==> config.mk <==
export PLATFORM = sky130hd
export DESIGN_NAME = i2c_tx_fifo_flat
export DESIGN_NICKNAME = d
export VERILOG_FILES = /design/src/rtl/i2c_apb_pkg.sv /design/src/rtl/i2c_tx_fifo_if.sv /design/src/rtl/i2c_tx_fifo_rise_edge_det.sv /design/src/rtl/i2c_tx_fifo.sv /design/src/flat_wrapper.sv
export SDC_FILE = /design/constraint.sdc
export NUM_CORES = 1
export LEC_CHECK = 0
export CORE_ASPECT_RATIO = 1.5
export CORE_MARGIN = 2
export CORE_UTILIZATION = 32
export CTS_CLUSTER_SIZE = 30
export DETAILED_ROUTE_END_ITERATION = 8
export GPL_TIMING_DRIVEN = 1
export PLACE_DENSITY_LB_ADDON = 0.15
export RECOVER_POWER = 100
export SYNTH_ARGS = -nofsm -noshare
export SYNTH_HDL_FRONTEND = slang
export SYNTH_SLANG_ARGS = --single-unit
==> constraint.sdc <==
create_clock -name core_clk -period 9.09 [get_ports core_clk]
set_clock_uncertainty 0.1 [all_clocks]
set_input_delay 0.909 -clock core_clk [delete_from_list [all_inputs] [get_ports core_clk]]
set_output_delay 0.909 -clock core_clk [all_outputs]
set_load 0.02 [all_outputs]
Figure 1. Metal 1 (run 1).
Cells faint in the background.
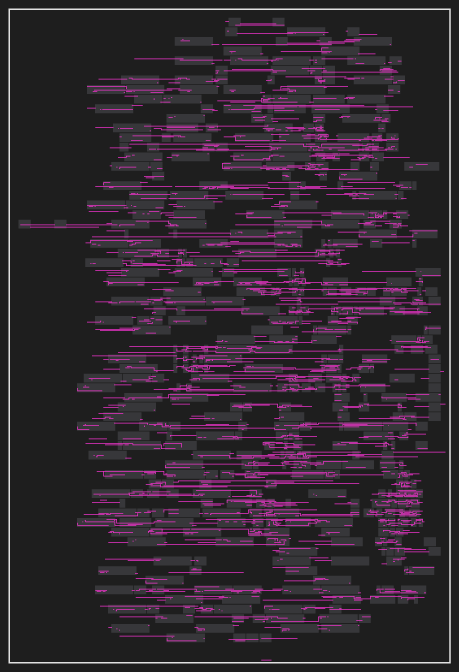
nets with wire on the layer: 471
main direction: horizontal
wire length on this layer: 6400 um
share of all routed wire: 37%
Routed WL: 17250 um
Via Count: 4016

Figure 2. The metal 2 layer (run 1).
The bar under the picture is 20 um long.
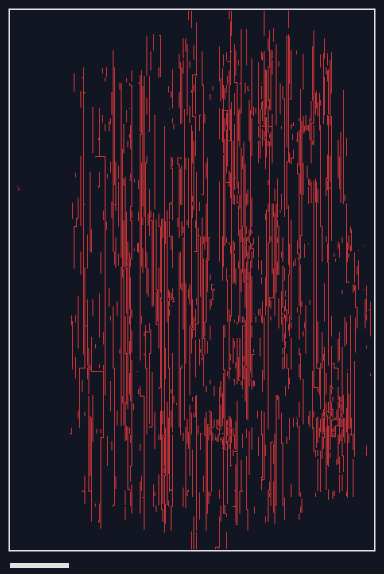
wire length on this layer: 9710 um
longest straight run: 106 um
Global Route met2 Usage: 29.18%

Figure 3. Metal 3 (run 1).
The bar under the picture is 20 um long.
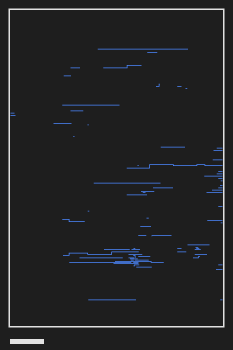
main direction: horizontal
longest straight run: 52.4 um
wire length on this layer: 683 um
met3 Usage GRT: 3.106%

==> results.txt, run 1 <==
run results: status finished with violations, failing checks capacitance limit, slew limit, Synth Area per Inst 15.08 um^2, met1 track demand over resource 17.31%, Worst Setup End Kind flip-flop, Synth top cells by count edfxtp_1, mux2i_1, nor2_1, dfxtp_1, mux4_2, die x size about 120 um, total gr overflow 0, Iter 0 DRT Violations around 300, combinational power share 8.1%, Post-synth EDFFs between 100 and 150, Slew headroom -91.64%, Compound-Gate Fraction of Synth Area 7.397%, antenna violation net count after detailed routing 0, Clock Sinks 155, # nets final 515, MUX share of area between 10% and 20%, gr busiest metal met2, GP Congestion around 0.75, Synthesized registers between 150 and 200, final core occ between 30 and 40%, reg2reg setup slack 3.15 ns, slowest stage cell, crit path clkbuf_1, Largest register FFs 128, Die Height 184.3 um, register share of total power about half, Final min period 6.530 ns, post-synth net total 481, Top cells by area edfxtp_1, mux2i_1, dfxtp_1, mux4_2, nor2_1, hold_buf cts 0, Chip Area 22890 um^2, clk ins delay skew pair around 0.44 ns, switching power 0.3772 mW, dpl cells 747, WS Path Type in -> reg, P&R area growth vs syn 16.49%, TritonCTS Buffers 17, layout cells sized above 1 13.02%, CP max FO 38, DR WL/cell around 22 um, Power Density just over 200 nW/um^2, diode count 0, Clock power frac ~43%, Max VDD drop 130.8 uV, Worst Hold Class reg -> reg, number of global-route vias before repair 4150, global-route wire length before repair 26100 um, Cell Count, Final, Fillers Out 779, DR top layer met4, max_cap viols 2, Worst setup SP type input port, Yosys top cell by area edfxtp_1, period utilization between 70% and 80%, main flop type edfxtp_1, I/O pins 31, register area share after synthesis 63.21%, vias per cell 5.155, Detail Placement HPWL 11520 um, comb area leader multiplexers, DRC violations left 0, Slew Viols, Final slightly below 80, most common cell in the synthesized netlist edfxtp_1, Post-CTS Setup Bufs 0, r2r worst-path depth 7, tool warnings 30, Leakage 2.859 nW, Worst Hold Depth 2, DR pass1 iterations 5, Final setup viols 0, post-CTS resize count 0, Cell Rows ~66, yosys stat chip area ~6900 um^2, final hold viol count 0, Overall Power approximately 1.6 mW, core area about 21000 um^2, number of H-tree levels 4, Sw Ratio between 20 and 25%, Synth warnings 0, met2 routed WL 9712 um, clock transition at the registers of the reported paths around 0.060 ns, WP data required 9.30 ns, Mapped Cells 460, RSZ-0062 raised after global routing false, Total GRT Usage 15.83%, Levels on crit path 10, CTS root buf clkbuf_16, initial antenna violation count 0, Worst-Margin Slew ~2.9 ns
==> run 1: placed cells by master, fill, tap and decap left out, types with 4 or more instances in the layout <==
| cell | n |
|---|---|
| a2111oi_0 | 11 |
| a211oi_1 | 13 |
| a21oi_1 | 9 |
| a221o_1 | 5 |
| a32o_1 | 5 |
| buf_4 | 7 |
| clkbuf_1 | 7 |
| clkbuf_16 | 17 |
| clkinv_2 | 5 |
| dfxtp_1 | 27 |
| dlygate4sd3_1 | 28 |
| edfxtp_1 | 128 |
| ha_1 | 8 |
| inv_1 | 8 |
| mux2i_1 | 61 |
| mux4_2 | 20 |
| nand2_1 | 18 |
| nand2b_1 | 4 |
| nand3_1 | 6 |
| nor2_1 | 36 |
| nor2b_1 | 9 |
| nor3_1 | 5 |
| xnor2_1 | 9 |
| xor2_1 | 7 |
==> run 1: area by class of cell <==
type | count | area, um^2
tap | 272 | 340.3
sequential | 155 | 4384
clock inverter | 14 | 153.9
clock buffer | 18 | 429.2
multi-input combinational | 268 | 2361
timing repair buffer | 43 | 375.4
fill | 2036 | 13390
inverter | 9 | 35.03
==> run 1: stage by stage <==
stage / instance area, um^2 / setup slack, ns
after floorplan: 6935 / 4.847
after global placement: 7531 / 3.734
after detailed placement: 7531 / 3.494
after CTS: 8114 / 3.947
after global routing: 8079 / 2.040
final: 8079 / 2.560
==> run 1: power groups by stage <==
stage / clock [mW] / sequential (mW) / combinational, mW
floorplan: 0 / 0.820 / 0.0779
global placement: 0 / 0.819 / 0.138
detailed placement: 0 / 0.819 / 0.140
CTS: 0.723 / 0.804 / 0.141
finish: 0.710 / 0.803 / 0.134
global route: 0.752 / 0.806 / 0.147
Figure 4. Met4 routing (run 1).
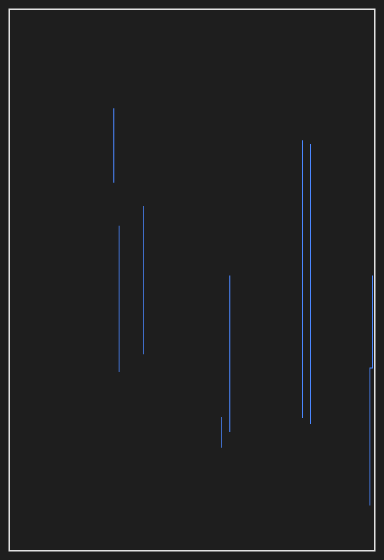

==> run 2: changes to the inputs <==
==> constraint.sdc (replaced) <==
create_clock -name core_clk -period 6.2 [get_ports core_clk]
set_clock_uncertainty 0.1 [all_clocks]
set_input_delay 0.62 -clock core_clk [delete_from_list [all_inputs] [get_ports core_clk]]
set_output_delay 0.62 -clock core_clk [all_outputs]
set_load 0.02 [all_outputs]
Figure 5. Met4 routing (run 2).
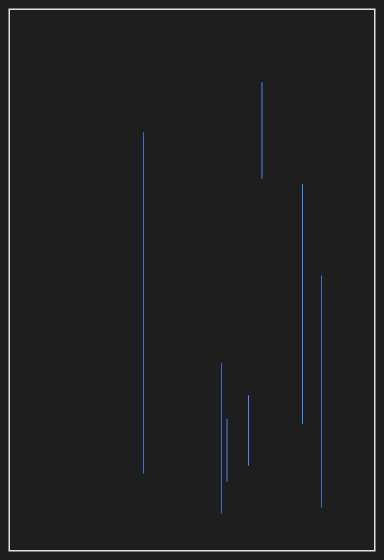
nets with wire on the layer: 5
main direction: vertical
wire length on this layer: 405 um
share of all routed wire: 2.4%
Via Count: 4001
Routed WL: 17230 um

==> run 2 against run 1 <==
Effect of this change:
- the run now ends clean
- synthesized cell count unchanged
- flip-flop count stayed put
- worst setup slack got worse by 1.3 ns
- synthesized area is the same
- largest cell class unchanged
- power increased by 46%
- global-route usage fell by 0.24 points
- critical path type unchanged
- first-iteration DRC count down 42%
- core utilization is 0.099 points higher
- hold slack got worse by 0.0034 ns
- die size did not move
- non-clock buffer count increased by 2
- highest routed layer unchanged
- sequential share of layout area decreased by 0.13 points
==> results.txt, run 2 <==
run results: Post-CTS Setup Bufs 0 (unchanged), # nets final 517 (+0.39%), Max VDD drop 196.9 uV (+51%), Clock Sinks 155 (unchanged), Die Height 184.3 um (unchanged), Final min period 4.946 ns, Worst Hold Depth 2 (unchanged), Mapped Cells 460 (unchanged), Cell Rows 66 (unchanged), Iter 0 DRT Violations 175 (-42%), core area 21470 um^2 (unchanged), global-route wire length before repair 25790 um (-1.2%), Worst Setup End Kind flip-flop, Largest register FFs 128 (unchanged), layout cells sized above 1 13.56% (+0.54 points), Slew headroom 33.60% (+130 points), Synth warnings 0 (unchanged), register area share after synthesis 63.21% (unchanged), Yosys top cell by area edfxtp_1, Leakage 2.875 nW (+0.58%), WP data required 6.42 ns (-2.88 ns), Fillers 2031 (-0.25%), RSZ-0062 raised after global routing false, DR pass1 iterations 4 (-1), most numerous logic cells after layout edfxtp_1, mux2i_1, nor2_1, dlygate4sd3_1, dfxtp_1, cell area after layout 8100 um^2 (+0.26%), reg2reg setup slack 1.66 ns (-1.49 ns), CP max FO 14 (-63%), diode count 0 (unchanged), Overall Power 2.407 mW (+46%), CTS root buf clkbuf_16, Slew Viols, Final 0 (-100%), Worst-Margin Slew 0.9960 ns (-1.879 ns), I/O pins 31 (unchanged), Final setup viols 0 (unchanged), status finished clean, Power Density 297.2 nW/um^2 (+46%), Detail Placement HPWL 11630 um (+0.96%), Top cells by area edfxtp_1, mux2i_1, dfxtp_1, mux4_2, nor2_1, most common cell in the synthesized netlist edfxtp_1, number of global-route vias before repair 4143 (-0.17%), initial antenna violation count 0 (unchanged), post-synth net total 481 (unchanged), Worst Hold Class reg -> reg, period utilization 79.77%, Chip Area 22890 um^2 (unchanged), hold_buf cts 0 (unchanged), total gr overflow 0 (unchanged), number of H-tree levels 4 (unchanged), P&R area growth vs syn 16.80%, DRC violations left 0 (unchanged), tool warnings 30 (unchanged), antenna violation net count after detailed routing 0 (unchanged), TritonCTS Buffers 17 (unchanged), Synth top cells by count edfxtp_1, mux2i_1, nor2_1, dfxtp_1, mux4_2, most numerous logic cell after layout edfxtp_1, max_cap viols 0 (-2)
run 2: cell type report:
type                    instances  share of cell area, %
flip-flops and latches        155                  54.14
multi-input cells             268                  29.19
clock buffers                  19                  5.344
clock inverters                13                  1.869
inverters                       9                 0.4325
well taps                     272                  4.201
repair buffers                 45                  4.819
run 2: metal layers:
layer / share of wire (%) / global-route usage, % / wire [um]
met4: 2.4 / 6.292 / 405
met2: 56 / 29.49 / 9658
met5: 0 / 0 / 0
met1: 38 / 16.82 / 6508
met3: 3.8 / 3.309 / 660
run 2: power breakdown:
part	switching (mW)	leakage (nW)	internal, mW
logic	0.117	1.21	0.0811
registers	0.0207	1.38	1.15
clock network	0.407	0.286	0.628
total	0.545	2.88	1.86
run 2: logic make-up (layout without fill, tap and decap cells):
logic type / Yosys count / count (layout) / share of synthesized area, %
adder cells (fa/ha/maj): 8 / 8 / 1.443
flip-flops: 155 / 155 / 63.21
XOR/XNOR: 18 / 18 / 2.580
AND-OR/OR-AND: 63 / 63 / 7.397
buffers and inverters: 37 / 86 / 2.796
multiplexers: 83 / 83 / 15.62
AND/OR/NAND/NOR: 96 / 96 / 6.946
run 2: worst max-delay path: stages:
cell	delay, ns
dlygate4sd3_1	0.59
or3b_1	0.55
clkinvlp_2	0.64
ha_1	0.50
xor2_1	0.17
ha_1	0.24
nor2b_1	0.07
a2111oi_0	0.37
o221ai_1	0.20
xor2_1	0.21
o31a_1	0.48
a2111oi_0	0.15
a311o_1	0.36
run 2: through the flow:
step	std cells	util (%)	hold slack (ns)
after floorplan	460	-	0.4232
after global placement	749	35.15	0.3675
after detailed placement	749	35.15	0.3728
after CTS	781	37.87	0.3886
after global routing	781	37.73	0.4073
final	781	37.73	0.3815
Power and IR drop assume default switching activity.
